Design switch_debouncer, sky130hd; sources not shown.
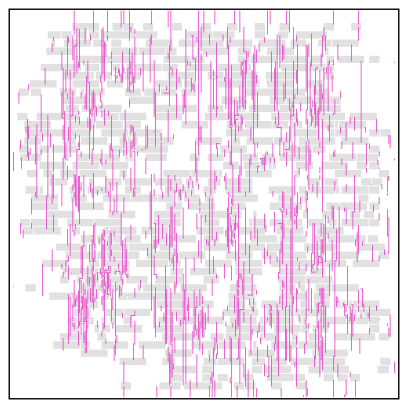
Figure 1: run 1, metal 2.
Drawn at 3 px/µm. Cells faint in the background.
wire length on this layer	5380 µm
share of all routed wire	48%
Routed WL: 11.2 mm
met2 usage: 0.226

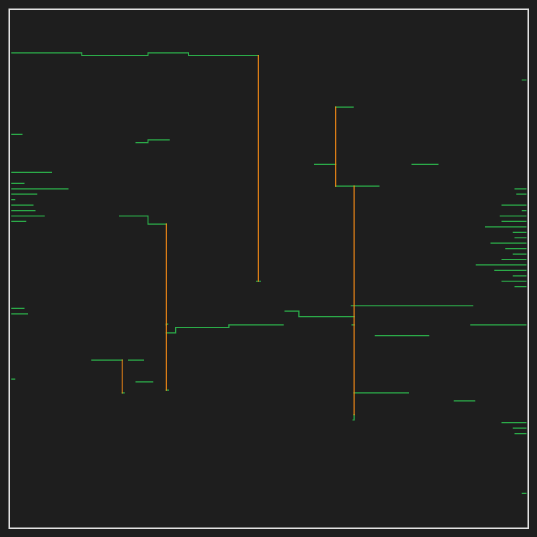
Figure 2: run 1, metal layers overlaid.
Drawn at 4 px/µm. Two of the layers only.
color	layer	wire length
orange	met4	183 µm
green	met3	432 µm
Total Routing Usage GR: 0.146
wire length per cell: 14.1 µm

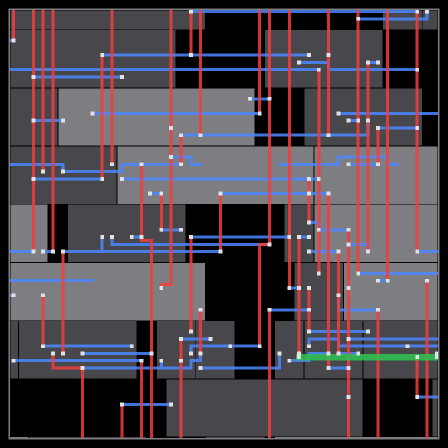
Figure 3: run 1, close-up of the layout.
Region (87, 87) to (107, 107) µm. Cells in gray, sequential cells in the stronger gray; small squares are vias.
color	layer
red	met2
blue	met1
green	met3
most frequent	mux2_4 (5), dfrtp_1 (5), clkbuf_16 (2)
cells with their middle in the window	19
sequential cells in the window	5

==> GITHUB_STEP_SUMMARY, run 1 <==
### Yosys + OpenROAD results

| Metric | Value |
|---|---|
| Outcome | `complete, no violations` |
| Mean post-synth cell area | `14.5 µm²` |
| Crit Path Category | `register to primary output` |
| Clock root buffer | `clkbuf_16` |
| Post-synth area from yosys stat | `0.00723 mm²` |
| Seq share, synth | `0.620` |
| CTS tree | `yes` |
| Yosys reg bits | `179` |
| Synthesized Nets | `556` |
| # DRC | `0` |
| GRT met3 Usage | `0.0367` |
| Static Leak | `4.25 nW` |
| Ys cells | `499` |
| Final Critical Period | `2690 ps` |
| Period utilization | `0.816` |
| GR peak layer | `met2` |
| Count of final hold-check violations | `0` |
| Synth Instances | `approximately 500` |
| Grt ovf | `0` |
| CP Max Fanout | `4` |
| Pre-CTS WS | `about 960 ps` |
| TNS Setup | `0 ps` |
| Worst clock skew | `8.57 ps` |
| Final WS setup | `606 ps` |
| Register area | `0.00448 mm²` |
| Tool warnings | `44` |
| Seq Cell Count | `179` |
| Area share of buffers outside the clock network | `0.0935` |
| Die height | `around 130 µm` |
| Via count | `3785` |
| Worst-margin pin slew | `714 ps` |
| Global-route wire length before repair | `18.7 mm` |
| Number of nets in the layout | `between 600 and 700` |
| Syn Std Cell Area | `0.00723 mm²` |
| Synthesis Warnings | `0` |
| N_diodes | `0` |
| Largest net degree at the start of global routing | `~82` |
| Worst VDD drop | `0.373 mV` |
| Routed Antenna Nets | `0` |
| Area after DPL | `0.00807 mm²` |
| Met1 Use GR | `0.198` |
| Total power | `roughly 4.5 mW` |
| IO Pins | `76` |
| Drt pass-1 iters | `4` |
| Num CTS Buffers | `17` |
| Vias in the first global route | `3768` |
| Drt initial violations | `209` |
| # port buffers | `75` |
| Number of buffers added for setup after CTS | `0` |
| Asr flop ratio synth | `1.00` |
| Area Overhead vs Synth | `20.9%` |
| Logic area | `around 0.0024 mm²` |
| Post-synth EDFFs | `0` |
| Worst R2R Setup Slack | `roughly 900 ps` |
| Power per cell area | `517 mW/mm²` |
| Share of cells above drive strength 1 | `0.184` |
| Largest type area fraction | `0.620` |
| Leading area contributor after synthesis | `dfrtp_1` |
| Chip area | `0.0167 mm²` |
| Tap cell instance count | `approximately 210` |
| Met3 WL post-DR | `about 430 µm` |
| Met2 wire len | `5.38 mm` |
| Fmax achieved | `371 MHz` |
| Logic share of the area | `0.273` |
| Most numerous logic cell after layout | `dfrtp_1` |
| Placed Cells | `between 700 and 800` |
| Filler Cell Count | `1230` |
| Unrepaired setup endpoints after global routing | `false` |
| Setup crit end kind | `primary output` |
| PostCTS Resize Cnt | `0` |
| WL met1 | `5.21 mm` |
| Initial antenna violation count | `0` |
| Synth top cells by count | `dfrtp_1 (179), mux2_4 (70), ha_1 (37), inv_1 (37), nor2_1 (26)` |
| Max_cap viols | `0` |
| Core area | `~0.015 mm²` |
| Via density | `4.77` |
| Clock transition at path regs | `60 ps` |
| CTS Sinks | `179` |
| Max reg flops | `72` |
| Fin Hold WS | `about 340 ps` |
| Final Max Slew Viols | `0` |
| Startpoint Class | `register` |
| Max layer used | `met4` |
| Most common cell in the netlist | `dfrtp_1` |
| Slew HR | `0.524` |
| Signal inverters | `37` |
| GP Congestion | `0.792` |
| Final core utilization | `0.573` |
[run 1: kinds of logic (layout without fill, tap and decap cells)]
kind of cell | count (synthesis) | count (layout) | synth area share
compound gates | 20 | 20 | 0.0201
xor+xnor | 12 | 12 | 0.0145
fa+ha+maj | 37 | 37 | 0.0640
buf+inv | 63 | 147 | 0.0504
flops | 179 | 179 | 0.620
mux | 73 | 73 | 0.150
simple gates | 115 | 115 | 0.0814
[run 1: where the power goes]
group,switching [mW],internal [mW]
clock network,0.798,1.43
registers,0.00633,2.22
logic,0.0441,0.0247
[run 1: timing repair]
item,4_1_cts,5_1_grt
endpoints found under the setup margin,0,0
hold buffers,1,0
hold endpoints to repair,76,0
[run 1: critical path: stages (launching register included)]
cell and delay, ps:
dfrtp_1 420, or4b_4 570, nor4_1 360, clkdlybuf4s50_1 600
Figure 4. Clock nets (run 1).
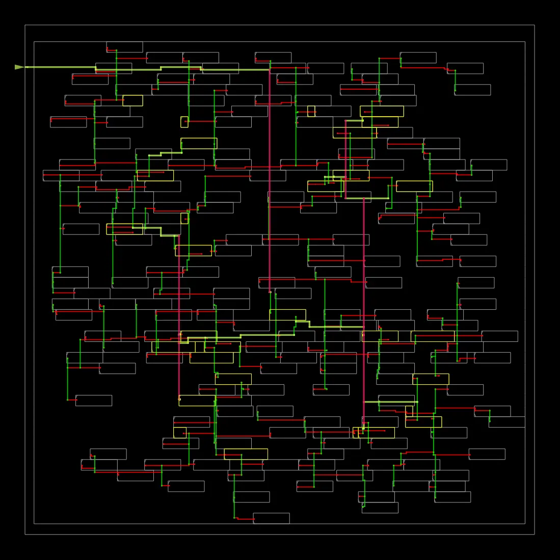

==> run 2, diff against run 1 <==
==> constraint.sdc (replaced) <==
create_clock -name Clock -period 2.5 [get_ports Clock]
set_input_delay 0.25 -clock Clock [delete_from_list [all_inputs] [get_ports Clock]]
set_output_delay 0.25 -clock Clock [all_outputs]
set_load 0.01 [all_outputs]
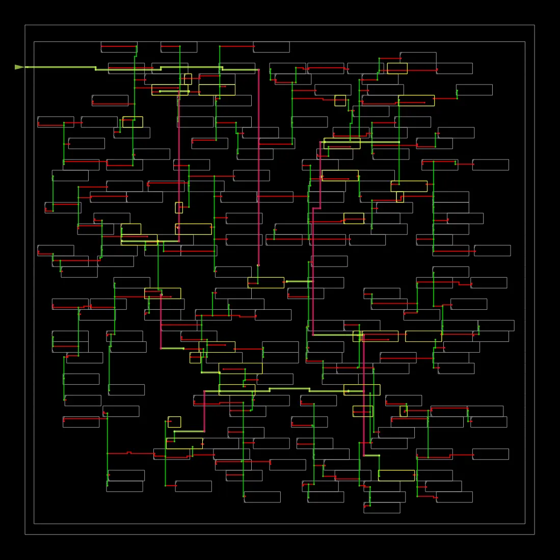
Figure 5: run 2, clock nets.
Clock Power: 2.54 mW
Seq Cell Count: 179
worst clock skew: 11.1 ps

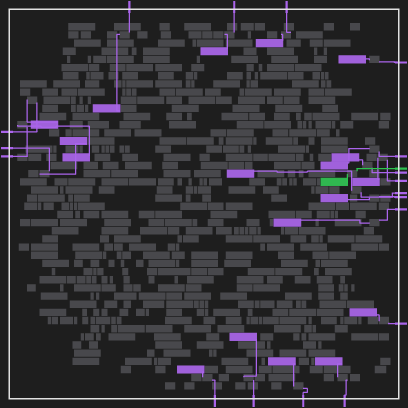
Figure 6: run 2, nets reached from selected ports.
Drawn at 3 px/µm.
color	port	bits	direction	edge	end cells	buffers	wire
purple	`RISE_O`	18	output	8 right, 4 bottom, 3 left, 3 top	18	18	413 µm
green	`CHANGE_O`	1	output	right	1	1	17.2 µm
IO Pins: 76
# port buffers: 75

==> run 2 against run 1 <==
  * Setup slack got worse by 400 ps
  * Combinational power is 37% higher
  * Largest power group unchanged
  * Hold slack worse by 86 ps
  * Critical path depth is the same
  * Clock skew up 2.6 ps
  * Highest routed layer unchanged
  * Clock power rose by 14%
  * Critical endpoint unchanged
  * Via count fell by 0.37%
==> GITHUB_STEP_SUMMARY, run 2 <==
### Yosys + OpenROAD results

| Metric | Value |
|---|---|
| Unrepaired setup endpoints after global routing | `false` |
| Final Critical Period | `2300 ps` |
| N_diodes | `0` |
| Delay-heaviest family, CP | `simple AND/OR/NAND/NOR gates` |
| Sequential cell power | `2.93 mW` |
| Worst-margin pin slew | `561 ps` |
| PostCTS Resize Cnt | `2` |
| Global-route wire length before repair | `18.8 mm` |
| Crit path cell chain | `or4b_4 -> nor4_2 -> dlygate4sd2_1` |
| CTS tree | `yes` |
| Clk pwr share | `0.456` |
| Synth top cells by count | `dfrtp_1 (179), mux2_4 (70), ha_1 (37), inv_1 (37), nor2_1 (26)` |
| Crit Path Category | `register to primary output` |
| Met2 usage | `0.223` |
| Max reg flops | `72` |
| Largest type area fraction | `0.620` |
| Critical path's slowest cell | `or4b_4` |
| Die height | `between 100 and 150 µm` |
| Logic share of the area | `0.275` |
| # DRC | `0` |
| Fin Hold WS | `257 ps` |
| Sw Pwr | `around 1.1 mW` |
| CP max stage delay | `580 ps` |
| Drt initial violations | `200` |
| CP bufs+invs | `1` |
| Period utilization | `0.919` |
| Area share of buffers outside the clock network | `0.0970` |
| GRT met3 Usage | `0.0425` |
| Via density | `around 4.7` |
| Worst R2R Setup Slack | `approximately 230 ps` |
| Most numerous logic cell after layout | `dfrtp_1` |
| Tap cell instance count | `roughly 210` |
| Placed Cells | `765` |
| Clock transition at path regs | `around 70 ps` |
| Syn Std Cell Area | `~0.0072 mm²` |
| Synth Instances | `between 400 and 500` |
| Met1 Use GR | `0.195` |
| Initial antenna violation count | `1` |
| Pint | `4.45 mW` |
| TNS Setup | `0 ps` |
| Total Routing Usage GR | `0.147` |
| Startpoint Class | `register` |
| Area after DPL | `0.00810 mm²` |
| Wire length per cell | `14.1 µm` |
| Comb group | `0.0946 mW` |
| Comb pwr share | `0.017` |
| Count of final hold-check violations | `0` |
| Drt pass-1 iters | `4` |
| Switching share of power | `0.201` |
| CTS Sinks | `179` |
| Grt ovf | `0` |
| GR peak layer | `met2` |
| Signal inverters | `37` |
| Setup crit end kind | `primary output` |
| Ys cells | `about 500` |
| Via count | `roughly 3.8k` |
| Fmax achieved | `about 440 MHz` |
| Final Max Slew Viols | `0` |
| Total power | `5.57 mW` |
| Seq share, synth | `0.620` |
| Core area | `0.0153 mm²` |
| Synthesis Warnings | `0` |
| Post-synth area from yosys stat | `0.00723 mm²` |
| Static Leak | `4.23 nW` |
| Mean post-synth cell area | `14.5 µm²` |
| Yosys reg bits | `179` |
| Largest net degree at the start of global routing | `62` |
| Outcome | `complete, no violations` |
-- run 2: cell counts after synthesis --
No cell type changed its count.
-- run 2: routing by layer --
metal,vias up,wire length [µm]
met3,16,415
li1,1808,-
met4,0,192
met5,-,0
met1,1883,5300
met2,64,5300
-- run 2: cells by family (layout without fill, tap and decap cells) --
family                     count (synthesis)  count (layout)  share of synthesized area
adders and majority gates                 37              37                     0.0640
AOI/OAI and AO/OA                         20              20                     0.0201
muxes                                     73              73                      0.150
DFF                                      179             179                      0.620
xor gates and xnor gates                  12              12                     0.0145
buffers and inverters                     63             150                     0.0504
and+or+nand+nor                          115             115                     0.0814
-- run 2: stage by stage --
step	utilization	worst slack [ps]
final	0.569	203
after detailed placement	0.531	249
after global placement	0.531	284
after floorplan	-	281
after CTS	0.569	165
after global routing	0.569	68.2
No activity file was given, so power comes from the tool's default toggle rates.
